Run 1, routing congestion map:
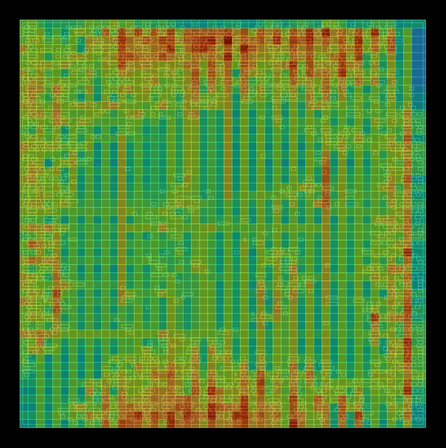
Run 1, cells coloured by class:
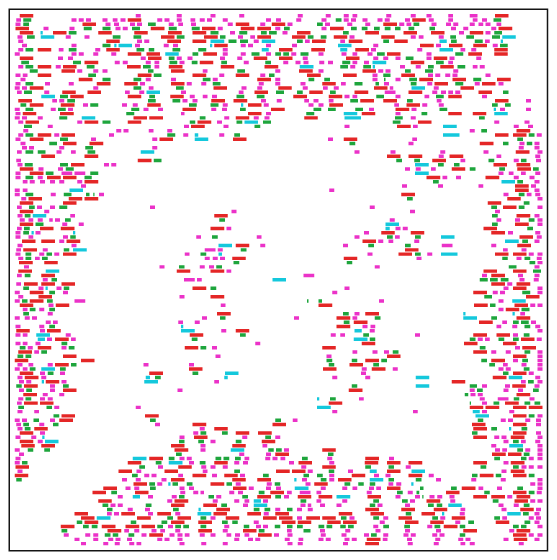
Run 1, sequential cells grouped by signal name:
Scale bar: 100 um.
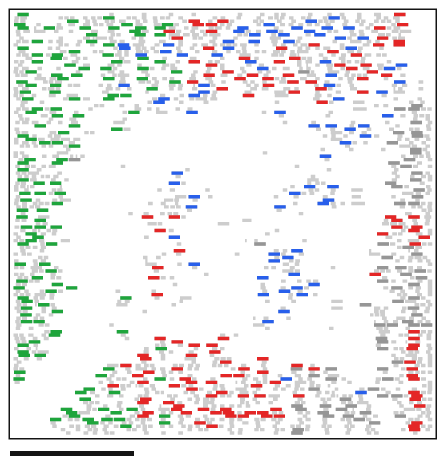
Run 1, signal wires by layer:
Scale bar: 100 um.
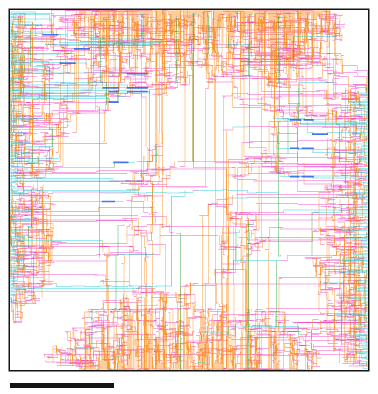
==> config.mk <==
export PLATFORM = sky130hd
export DESIGN_NAME = tl_regslice
export DESIGN_NICKNAME = d
export VERILOG_FILES = /design/src/rtl/tl_regslice.sv
export SDC_FILE = /design/constraint.sdc
export NUM_CORES = 1
export LEC_CHECK = 0
export CELL_PAD_IN_SITES_DETAIL_PLACEMENT = 1
export CELL_PAD_IN_SITES_GLOBAL_PLACEMENT = 1
export CORE_AREA = 2 2 341 343
export DETAILED_ROUTE_END_ITERATION = 8
export DIE_AREA = 0 0 343 345
export PLACE_DENSITY = 0.46
export SYNTH_ARGS = -nofsm -noshare
export SYNTH_HDL_FRONTEND = slang
export SYNTH_SLANG_ARGS = --single-unit
export TNS_END_PERCENT = 20
==> constraint.sdc <==
create_clock -name clk_i -period 4.56 [get_ports clk_i]
set_clock_uncertainty 0.1 [all_clocks]
set_input_delay 0.684 -clock clk_i [delete_from_list [all_inputs] [get_ports clk_i]]
set_output_delay 0.684 -clock clk_i [all_outputs]
set_load 0.005 [all_outputs]
==> flow_metrics.env, run 1 <==
# implementation run metrics
export IMPL_ys_chip_area_sq_um=16450
export IMPL_yosys_warnings=0
export IMPL_htreeDepth=2
export IMPL_logic_gates=436
export IMPL_synth_area_leader_cell="dfrtp_1"
export IMPL_die_x_um=343
export IMPL_first_pass_iters=4
export IMPL_status="complete, no violations"
export IMPL_clockRootBuffer="clkbuf_16"
export IMPL_top_cells_by_count="dfrtp_1 (431), mux2_2 (308), mux2_4 (118)"
export IMPL_start_kind="flop"
export IMPL_grt_pass1_wl_mm=106.1
export IMPL_cts_sinks=431
export IMPL_layout_nonclk_buf_share_pct=31.13
export IMPL_internal_power_mw=10.01
export IMPL_endpoint_kind="output pin"
export IMPL_crit_required_ns=3.78
export IMPL_drtIter0Drc=231
export IMPL_yosysCellCount=920
export IMPL_comb_power_share_pct=29.0
export IMPL_relSlewSlack_pct=36.97
export IMPL_largest_reg_flops=142
export IMPL_dp_slack_ns=1.566
export IMPL_ys_seq_share_pct=65.58
export IMPL_warnings=26
export IMPL_finalMaxSlewViolations=0
export IMPL_nWellTaps=1524
export IMPL_final_layout_top_logic_cells="clkdlybuf4s50_1 (872), dfrtp_1 (431), mux2_2 (308)"
export IMPL_rsz0062_at_grt="no"
export IMPL_die_h_um=345
export IMPL_seq_power_share_pct=38.2
export IMPL_worst_pin_slew_ns=0.9435
export IMPL_fmax_ghz=0.3766
export IMPL_syn_area_sq_um=16450
export IMPL_numCtsBuffers=57
export IMPL_clock_area_share_pct=6.312
export IMPL_dominant_cell_class="registers"
export IMPL_path_class="flop to output pin"
export IMPL_p_sw_share_pct=26.80
export IMPL_place_congestion=0.7864
export IMPL_power_mw=13.67
export IMPL_p_leak_nw=11.58
export IMPL_via_per_inst=3.437
export IMPL_yosysUniqueCellTypes=8
export IMPL_num_antenna_cells=7
export IMPL_pwr_share_clk_pct=32.8
export IMPL_buffers=889
export IMPL_clk_pin_slew_ns=0.06
export IMPL_netlist_instances=920
export IMPL_p_sw_mw=3.663
export IMPL_ff_count=431
export IMPL_grt_pass1_vias=13270
export IMPL_die_area_sq_um=118300
export IMPL_critical_path_top_delay_family="buffers and inverters"
export IMPL_hold_buffers=1
export IMPL_ys_flop_type="dfrtp_1"
export IMPL_irDropWorstVdd_mv=0.2533
export IMPL_path_cells="inv_1, clkdlybuf4s50_1"
export IMPL_setup_tns_ns=0
export IMPL_hpwl_mm=60.11
export IMPL_min_period_ns=2.655
export IMPL_synth_async_reset_ratio_pct=100.0
export IMPL_top_cell_area_share_pct=65.58
export IMPL_gr_total_overflow=0
export IMPL_nets=2258
export IMPL_finalSetupViolations=0
export IMPL_ioPinCount=874
export IMPL_cts_tree="yes"
export IMPL_fp_nets=1358
export IMPL_clockBufferDepth=3
export IMPL_hold_path_class="flop to flop"
export IMPL_finalCritPeriodShare_pct=58.23
export IMPL_cap_violations=0
export IMPL_yosysMostFrequentCell="dfrtp_1"
export IMPL_clk_latency_ns=0.63
export IMPL_drive_above_1_share_pct=28.51
export IMPL_antenna_found_initial=32
export IMPL_min_path_cells=1
export IMPL_area_leaders="dfrtp_1 (66%), mux2_2 (21%), mux2_4 (11%)"
export IMPL_grt_max_degree=87
export IMPL_timing_final_hold_violations=0
export IMPL_num_fill_cells=12520
export IMPL_hold_slack_ns=0.4030
export IMPL_cts_setup_buffers=0
export IMPL_critical_path_buf_inv_count=2
export IMPL_n_clock_buffer=82
export IMPL_final_antenna_net_count=0
export IMPL_final_common_cell="clkdlybuf4s50_1"
export IMPL_power_density_nw_per_um2=473.2
export IMPL_place_inst=3284
export IMPL_combinationalPower_mw=3.97
export IMPL_power_group_top="sequential cells"
export IMPL_port_buffers=873
export IMPL_inverters=5
export IMPL_synth_flops=431
export IMPL_instances_no_fill=3390
export IMPL_ff2ff_setup_slack_ns=2.26
export IMPL_critical_path_max_stage_delay_ns=0.62
export IMPL_worstPathMaxFanout=3
export IMPL_arrival_ns=1.87
export IMPL_area_growth_pct=75.60
export IMPL_drc_errors=0
export IMPL_synth_area_per_cell_sq_um=17.88
export IMPL_dpl_cell_area_sq_um=27030
export IMPL_cts_repair_resized=0
export IMPL_comb_area_share_pct=18.49
export IMPL_worst_slack_ns=1.905
export IMPL_path_depth=2
export IMPL_final_comb_area_sq_um=5339
export IMPL_edf_count=0
export IMPL_fp_util_pct=14.29
export IMPL_reg2reg_depth=3
export IMPL_powerClk_mw=4.48
export IMPL_cp_slowest_cell="clkdlybuf4s50_1"
About 'routing congestion map':
Top Usage Layer GRT: met2
fin util: 25.09%
met2 usage: 21.90%

About 'cells coloured by class':
Key: remaining buffers and delay cells = magenta [cells 889]; registers = red [cells 431]; clock drivers and dummy loads = cyan [cells 98]; remaining logic cells = green [cells 441]
CORE AREA: 115100 sq um
row count: 125
Seq/total area: 37.34%
Non-Filler Cell Area, Final: 28880 sq um

About 'sequential cells grouped by signal name':
Key: `g_c.u_slice.out_data` = red [sequential cells 134, where widely spread]; `g_a.u_slice.out_data` = green [sequential cells 142]; `g_d.u_slice.out_data` = blue [sequential cells 80]
total sequential power: 5.22 mW
Seq. cell area: 10790 sq um

About 'signal wires by layer':
Key: M3 = cyan [wire length 8340 um]; M5 = blue [wire length 217 um]; M4 = green [wire length 2310 um]; M2 = orange [wire length 38.5 mm]; M1 = magenta [wire length 27.6 mm]
DR vias: 11.65k
GRT Overall Usage: 12.61%
DR WL/cell: 22.71 um
Routed WL: 76.99 mm

## run 1: logic make-up (layout without fill, tap and decap cells)
logic type             Yosys count  count (layout)  share of synthesized area (%)
AND/OR/NAND/NOR                  5               5                         0.1902
buffers and inverters           53             992                          2.145
other                            0               7                              0
flip-flops                     431             431                          65.58
multiplexers                   426             426                          31.86
AND-OR/OR-AND                    5               5                         0.2282
## run 1: layer usage
metal  vias to the layer above  part of all wire [%]  routed length, um  global-route usage [%]
met5                         -                  0.28                217                       0
met4                        36                   3.0               2312                   4.224
met3                       145                    11               8338                   5.675
met2                       547                    50              38540                   21.90
met1                      5873                    36              27580                   13.48
li1                       5052                     -                  -                       -
--- run 2 (diff from run 1) ---
--- a/config.mk
+++ b/config.mk
@@ -7,10 +7,10 @@
 export LEC_CHECK = 0
 export CELL_PAD_IN_SITES_DETAIL_PLACEMENT = 1
 export CELL_PAD_IN_SITES_GLOBAL_PLACEMENT = 1
-export CORE_AREA = 2 2 341 343
+export CORE_AREA = 2 2 339 341
 export DETAILED_ROUTE_END_ITERATION = 8
-export DIE_AREA = 0 0 343 345
-export PLACE_DENSITY = 0.46
+export DIE_AREA = 0 0 341 343
+export PLACE_DENSITY = 0.47
 export SYNTH_ARGS = -nofsm -noshare
 export SYNTH_HDL_FRONTEND = slang
 export SYNTH_SLANG_ARGS = --single-unit
==> constraint.sdc (replaced) <==
create_clock -name clk_i -period 2.2 [get_ports clk_i]
set_clock_uncertainty 0.1 [all_clocks]
set_input_delay 0.33 -clock clk_i [delete_from_list [all_inputs] [get_ports clk_i]]
set_output_delay 0.33 -clock clk_i [all_outputs]
set_load 0.005 [all_outputs]
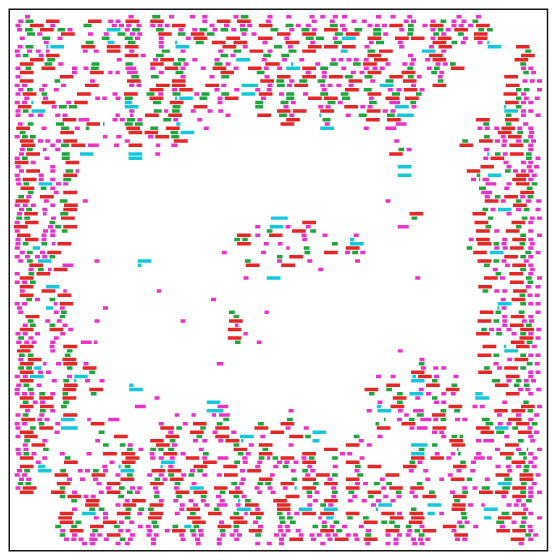
Run 2: cells coloured by class
Key: remaining logic cells = green [cells 441]; clock drivers and dummy loads = cyan [cells 102]; remaining buffers and delay cells = magenta [cells 916]; registers = red [cells 431]
Non-Filler Cell Area, Final: 29360 sq um
row count: 124
fin util: 25.89%
Seq/total area: 36.75%
CORE AREA: 113400 sq um

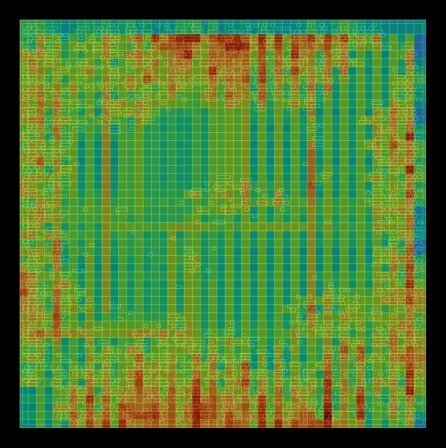
Run 2: routing congestion map
met3 usage: 6.111%
met2 usage: 21.53%
met1 usage: 12.87%
DR WL/cell: 21.93 um
GRT Overall Usage: 12.41%

==> flow_metrics.env, run 2 <==
# implementation run metrics
export IMPL_status="complete, no violations"
export IMPL_clockBufferDepth=3
export IMPL_relSlewSlack_pct=60.50
export IMPL_crit_required_ns=1.77
export IMPL_netlist_instances=920
export IMPL_critical_path_buf_inv_count=1
export IMPL_yosysCellCount=920
export IMPL_place_inst=3299
export IMPL_port_buffers=873
export IMPL_dp_slack_ns=0.1461
export IMPL_hpwl_mm=59.71
export IMPL_arrival_ns=1.69
export IMPL_min_period_ns=2.122
export IMPL_ff_count=431
export IMPL_die_h_um=343
export IMPL_worst_pin_slew_ns=0.5924
export IMPL_cts_sinks=431
export IMPL_first_pass_iters=4
export IMPL_ys_chip_area_sq_um=16450
export IMPL_syn_area_sq_um=16450
export IMPL_place_congestion=0.7990
export IMPL_synth_area_leader_cell="dfrtp_1"
export IMPL_antenna_found_initial=22
export IMPL_fp_nets=1358
export IMPL_clk_pin_slew_ns=0.06
export IMPL_ys_seq_share_pct=65.58
export IMPL_drtIter0Drc=229
export IMPL_instances_no_fill=3410
export IMPL_numCtsBuffers=57
export IMPL_edf_count=0
export IMPL_clockRootBuffer="clkbuf_16"
export IMPL_grt_max_degree=89
export IMPL_start_kind="flop"
export IMPL_num_fill_cells=12250
export IMPL_rsz0062_at_grt="no"
export IMPL_p_leak_nw=11.87
export IMPL_finalCritPeriodShare_pct=96.47
export IMPL_hold_path_class="primary input to asynchronous set/reset pin"
export IMPL_vias=11700
export IMPL_power_mw=28.93
export IMPL_cts_repair_resized=17
export IMPL_dominant_cell_class="registers"
export IMPL_final_layout_top_logic_cells="clkdlybuf4s50_1 (854), dfrtp_1 (429), mux2_2 (308)"
export IMPL_via_per_inst=3.431
export IMPL_critical_path_top_delay_family="buffers and inverters"
export IMPL_seqCellArea_sq_um=10790
export IMPL_inverters=5
export IMPL_cts_tree="yes"
export IMPL_hold_slack_ns=0.06842
export IMPL_worstPathMaxFanout=2
export IMPL_layout_nonclk_buf_share_pct=31.83
export IMPL_area_leaders="dfrtp_1 (66%), mux2_2 (21%), mux2_4 (11%)"
export IMPL_drc_errors=0
export IMPL_irDropWorstVdd_mv=0.5784
export IMPL_synth_area_per_cell_sq_um=17.88
export IMPL_area_growth_pct=78.50
export IMPL_die_area_sq_um=117000
export IMPL_n_clock_buffer=88
export IMPL_ioPinCount=874
export IMPL_htreeDepth=2
export IMPL_largest_reg_flops=142
export IMPL_reg2reg_depth=4
export IMPL_nets=2285
export IMPL_grt_pass1_wl_mm=104.5
export IMPL_clk_latency_ns=0.63
export IMPL_nWellTaps=1512
export IMPL_timing_final_hold_violations=0
export IMPL_finalSetupViolations=0
export IMPL_endpoint_kind="output pin"
export IMPL_warnings=26
export IMPL_fmax_ghz=0.4712
export IMPL_synth_flops=431
export IMPL_drive_above_1_share_pct=29.68
export IMPL_top_cells_by_count="dfrtp_1 (431), mux2_2 (308), mux2_4 (118)"
export IMPL_hold_buffers=1
export IMPL_top_cell_area_share_pct=65.58
export IMPL_dpl_cell_area_sq_um=27380
export IMPL_ys_flop_type="dfrtp_1"
export IMPL_synth_async_reset_ratio_pct=100.0
export IMPL_path_cells="clkdlybuf4s50_1"
export IMPL_cts_setup_buffers=0
export IMPL_grt_pass1_vias=13800
export IMPL_gr_total_overflow=0
export IMPL_buffers=916
export IMPL_logic_gates=436
export IMPL_path_depth=1
export IMPL_yosys_warnings=0
export IMPL_finalMaxSlewViolations=0
==> run 2: cell counts after synthesis <==
No cell type changed its count.
==> run 2: per-layer routing <==
layer	global-route usage (%)	up-vias	share of wire [%]
li1	-	5107	-
met1	12.87	5925	36
met2	21.53	541	50
met3	6.111	112	11
met4	4.671	14	3.1
met5	0	-	0.11
==> run 2: cell families after synthesis <==
family / after synthesis / synth area share [%]
flip-flops: 431 / 65.58
multiplexers: 426 / 31.86
buffers and inverters: 53 / 2.145
AND-OR/OR-AND: 5 / 0.2282
AND/OR/NAND/NOR: 5 / 0.1902
==> run 2: power breakdown <==
group / internal [mW] / switching, mW
combinational: 5.57 / 2.79
sequential: 9.73 / 1.08
clock: 6.02 / 3.74
Power figures rest on the tool's default switching activity, not on a simulated workload.
